$ cat config.mk
export PLATFORM = sky130hd
export DESIGN_NAME = traffic_light_monitor
export DESIGN_NICKNAME = d
export VERILOG_FILES = /design/src/rtl/traffic_light_monitor.sv
export SDC_FILE = /design/constraint.sdc
export NUM_CORES = 1
export LEC_CHECK = 0
export ABC_AREA = 1
export ABC_CLOCK_PERIOD_IN_PS = 2770
export CORE_MARGIN = 1
export CORE_UTILIZATION = 35
export DETAILED_ROUTE_END_ITERATION = 10
export PLACE_DENSITY_LB_ADDON = 0.25
export SLEW_MARGIN = 20
export SYNTH_ARGS = -nofsm -noshare
export SYNTH_HDL_FRONTEND = slang
export SYNTH_SLANG_ARGS = --single-unit
export TNS_END_PERCENT = 20
$ cat constraint.sdc
create_clock -name clk -period 2.77 [get_ports clk]
set_input_delay 0.831 -clock clk [delete_from_list [all_inputs] [get_ports clk]]
set_output_delay 0.831 -clock clk [all_outputs]
set_load 0.005 [all_outputs]
$ cat src/rtl/traffic_light_monitor.sv
// Receive-side checker for the one-hot {Red,Yellow,Green} light bus: decodes phase, times it, flags errors.
// Optional build macro TL_MON_CYCLE_CNT_EN enables the completed-round counter on cycle_cnt.
module traffic_light_monitor #(
  parameter int CNT_W     = 8,
  parameter int MAX_PHASE = 200
) (
  input  logic             clk,
  input  logic             reset,
  input  logic [2:0]       light,
  input  logic             clear_err,
  output logic [1:0]       phase,
  output logic             phase_valid,
  output logic             phase_change,
  output logic [CNT_W-1:0] last_dur,
  output logic             err_encoding,
  output logic             err_sequence,
  output logic             err_timeout,
  output logic [15:0]      cycle_cnt
);

  typedef enum logic {SYNC, TRACK} state_t;
  typedef enum logic [1:0] {
    PH_RED     = 2'b00,
    PH_GREEN   = 2'b01,
    PH_YELLOW  = 2'b10,
    PH_INVALID = 2'b11
  } phase_t;

  localparam logic [CNT_W-1:0] DUR_MAX   = '1;
  localparam logic [CNT_W-1:0] DUR_LIMIT = CNT_W'(MAX_PHASE);
  localparam logic [CNT_W-1:0] DUR_ONE   = CNT_W'(1);

  state_t           state_q, state_d;
  phase_t           phase_q, phase_d;
  phase_t           sample_ph, next_ph;
  logic             sample_ok;
  logic             phase_valid_q, phase_valid_d;
  logic             phase_change_q, phase_change_d;
  logic [CNT_W-1:0] dur_q, dur_d;
  logic [CNT_W-1:0] last_dur_q, last_dur_d;
  logic             err_encoding_q, err_encoding_d;
  logic             err_sequence_q, err_sequence_d;
  logic             err_timeout_q, err_timeout_d;
  logic             enc_set, seq_set, to_set;

  always_comb begin
    sample_ok = 1'b1;
    sample_ph = PH_INVALID;
    case (light)
      3'b100:  sample_ph = PH_RED;
      3'b001:  sample_ph = PH_GREEN;
      3'b010:  sample_ph = PH_YELLOW;
      default: sample_ok = 1'b0;
    endcase
    case (phase_q)
      PH_RED:   next_ph = PH_GREEN;
      PH_GREEN: next_ph = PH_YELLOW;
      default:  next_ph = PH_RED;
    endcase
  end

  always_comb begin
    state_d        = state_q;
    phase_d        = phase_q;
    phase_valid_d  = phase_valid_q;
    phase_change_d = 1'b0;
    dur_d          = dur_q;
    last_dur_d     = last_dur_q;
    enc_set        = 1'b0;
    seq_set        = 1'b0;
    to_set         = 1'b0;
    if (!sample_ok) begin
      enc_set       = 1'b1;
      phase_d       = PH_INVALID;
      phase_valid_d = 1'b0;
      dur_d         = '0;
      state_d       = SYNC;
    end else if (state_q == SYNC) begin
      phase_d       = sample_ph;
      phase_valid_d = 1'b1;
      dur_d         = DUR_ONE;
      state_d       = TRACK;
    end else if (sample_ph == phase_q) begin
      if (dur_q == DUR_LIMIT) to_set = 1'b1;
      if (dur_q != DUR_MAX) dur_d = dur_q + 1'b1;
    end else begin
      // Any phase change resyncs to the observed phase; only the order check differs.
      phase_change_d = 1'b1;
      last_dur_d     = dur_q;
      dur_d          = DUR_ONE;
      phase_d        = sample_ph;
      if (sample_ph != next_ph) seq_set = 1'b1;
    end
    err_encoding_d = (err_encoding_q & ~clear_err) | enc_set;
    err_sequence_d = (err_sequence_q & ~clear_err) | seq_set;
    err_timeout_d  = (err_timeout_q  & ~clear_err) | to_set;
  end

  always_ff @(posedge clk) begin
    if (reset) begin
      state_q        <= SYNC;
      phase_q        <= PH_INVALID;
      phase_valid_q  <= 1'b0;
      phase_change_q <= 1'b0;
      dur_q          <= '0;
      last_dur_q     <= '0;
      err_encoding_q <= 1'b0;
      err_sequence_q <= 1'b0;
      err_timeout_q  <= 1'b0;
    end else begin
      state_q        <= state_d;
      phase_q        <= phase_d;
      phase_valid_q  <= phase_valid_d;
      phase_change_q <= phase_change_d;
      dur_q          <= dur_d;
      last_dur_q     <= last_dur_d;
      err_encoding_q <= err_encoding_d;
      err_sequence_q <= err_sequence_d;
      err_timeout_q  <= err_timeout_d;
    end
  end

`ifdef TL_MON_CYCLE_CNT_EN
  logic [15:0] cycle_cnt_q, cycle_cnt_d;

  always_comb begin
    cycle_cnt_d = cycle_cnt_q;
    if (state_q == TRACK && sample_ok && phase_q == PH_YELLOW && sample_ph == PH_RED)
      cycle_cnt_d = cycle_cnt_q + 16'd1;
  end

  always_ff @(posedge clk) begin
    if (reset) cycle_cnt_q <= '0;
    else       cycle_cnt_q <= cycle_cnt_d;
  end

  assign cycle_cnt = cycle_cnt_q;
`else
  assign cycle_cnt = 16'h0;
`endif

  assign phase        = phase_q;
  assign phase_valid  = phase_valid_q;
  assign phase_change = phase_change_q;
  assign last_dur     = last_dur_q;
  assign err_encoding = err_encoding_q;
  assign err_sequence = err_sequence_q;
  assign err_timeout  = err_timeout_q;

endmodule

==> job_summary.md <==
## PnR job results

| Metric | Value |
|---|---|
| Final setup vio count | `0` |
| CTS tree | `built` |
| RSZ-0062 raised after global routing | `false` |
| Seq share, synth | `0.3802` |
| Most numerous logic cells after layout | `32 x nand2_1, 24 x dfxtp_1, 20 x inv_1, 20 x clkdlybuf4s50_1, 19 x nor2_1` |
| Switching power | `159.2 uW` |
| Gr ovfl total | `0` |
| Comb_multi_in | `120` |
| Clock skew | `around 0.0089 ns` |
| First-pass GRT wire length | `3836 um` |
| Clock transition at path regs | `0.12 ns` |
| Clock Tree Buf Depth | `2` |
| Post-Syn Instances | `170` |
| Die height | `between 60 and 70 um` |
| Drt via density | `roughly 4.4` |
| Plain + repair buffers | `20` |
| Final Hold Fails | `0` |
| Status | `completed` |
| # Post-CTS Setup Buffers | `0` |
| Post-route setup slack | `0.6890 ns` |
| Maxcap violations | `0` |
| CP startpoint kind | `input pin` |
| Worst setup path class | `in -> reg` |
| Die area | `3855 sq um` |
| Comb. pwr | `between 90 and 100 uW` |
| DRC violations left | `0` |
| Compound Share, Synth | `0.05545` |
| Switching share of power | `0.2634` |
| Registers, synthesis | `24` |
| CTS root buf | `clkbuf_4` |
| Gate power share | `0.157` |
| Yosys chip area | `1264 sq um` |
| Flop pwr share | `0.599` |
| Non-clock buffers, area share | `0.1375` |
| Htree depth | `1` |
| Logic share of the area | `0.4210` |
| Most crowded layer after global routing | `met2` |
tightest hold or removal path: cells and delay by family, from the launching register on:
kind / cells / cell delay, ns
DFF: 1 / 0.33
AOI/OAI and AO/OA: 1 / 0.05
and+or+nand+nor: 1 / 0.06
sequential cells by signal, summed over array words and instances (netlist names):
signal / count
last_dur: 8
err_encoding: 1
phase_valid: 1
phase: 2
state_q: 1
dur_q: 8
err_timeout: 1
phase_change: 1
err_sequence: 1
Yosys cell counts:
library cell / number / share of area
nor3_1: 3 / 0.012
nand3_2: 2 / 0.016
buf_4: 17 / 0.10
buf_2: 1 / 0.0040
ha_1: 2 / 0.020
nand4_2: 1 / 0.0099
nand3_4: 1 / 0.014
inv_2: 2 / 0.0059
nand3b_1: 1 / 0.0059
nand2_1: 32 / 0.095
conb_1: 1 / 0.0030
o21ai_1: 1 / 0.0040
nor3_2: 1 / 0.0079
nand2_2: 2 / 0.0099
inv_1: 20 / 0.059
buf_6: 1 / 0.0089
dfxtp_1: 24 / 0.38
nor2_1: 19 / 0.056
nand2_4: 3 / 0.027
nand3_1: 15 / 0.059
nand4_1: 3 / 0.015
xor2_1: 5 / 0.035
a21oi_1: 13 / 0.051
path summary, 6_finish.rpt:
path / start / depth (start not counted) / slack (ns) / end
worst max register to register: dur_q[1]$_SDFFE_PP0P_ / 10 / 1.23 / dur_q[4]$_SDFFE_PP0P_
worst max-delay path: light[2] / 9 / 0.69 / dur_q[2]$_SDFFE_PP0P_
worst min register to register: err_sequence$_SDFF_PP0_ / 2 / 0.47 / err_sequence$_SDFF_PP0_
worst min-delay path: err_sequence$_SDFF_PP0_ / 2 / 0.47 / err_sequence$_SDFF_PP0_
per-layer routing:
layer  part of all wire  routed length (um)
met1               0.50                1101
met2               0.46                1011
met4             0.0068                  15
met3              0.035                  77
met5                  0                   0
### Placement by cell class

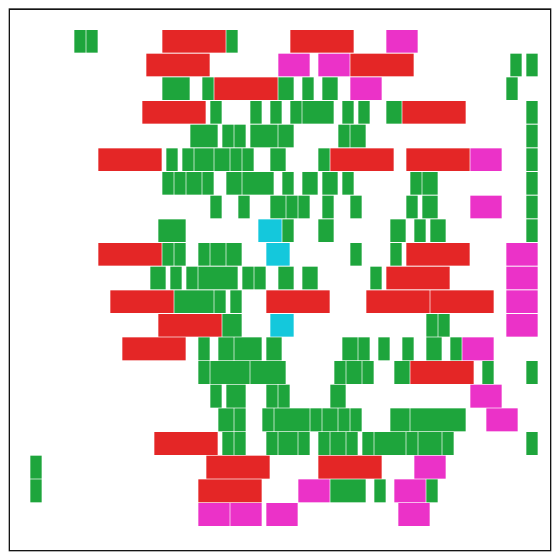
legend:
  clock-net drivers:
    color: cyan
    cells: 3
  remaining logic cells:
    color: green
    cells: 142
  sequential cells:
    color: red
    cells: 24
  remaining buffers and delay cells:
    color: magenta
    cells: 20
CORE AREA: 3390 sq um
fraction of area in registers: 0.3299
post-layout util: 0.4297
# rows: 21

### Signal wires by layer

Scale bar: 20 um.
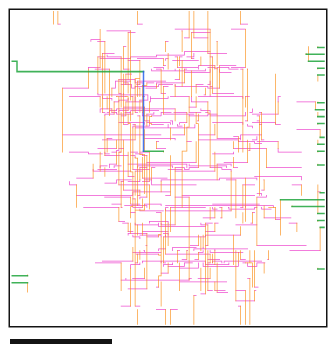
legend:
  M1:
    color: magenta
    wire_length: 1100 um
  M2:
    color: orange
    wire_length: 1010 um
  M3:
    color: green
    wire_length: 77.3 um
  M4:
    color: blue
    wire_length: 15.6 um
WL per Instance: 9.383 um
Routed Wire Length: 2205 um
vias: 1039
GRT Util Overall: 0.1341

Power is estimated from default activity; no workload was simulated.
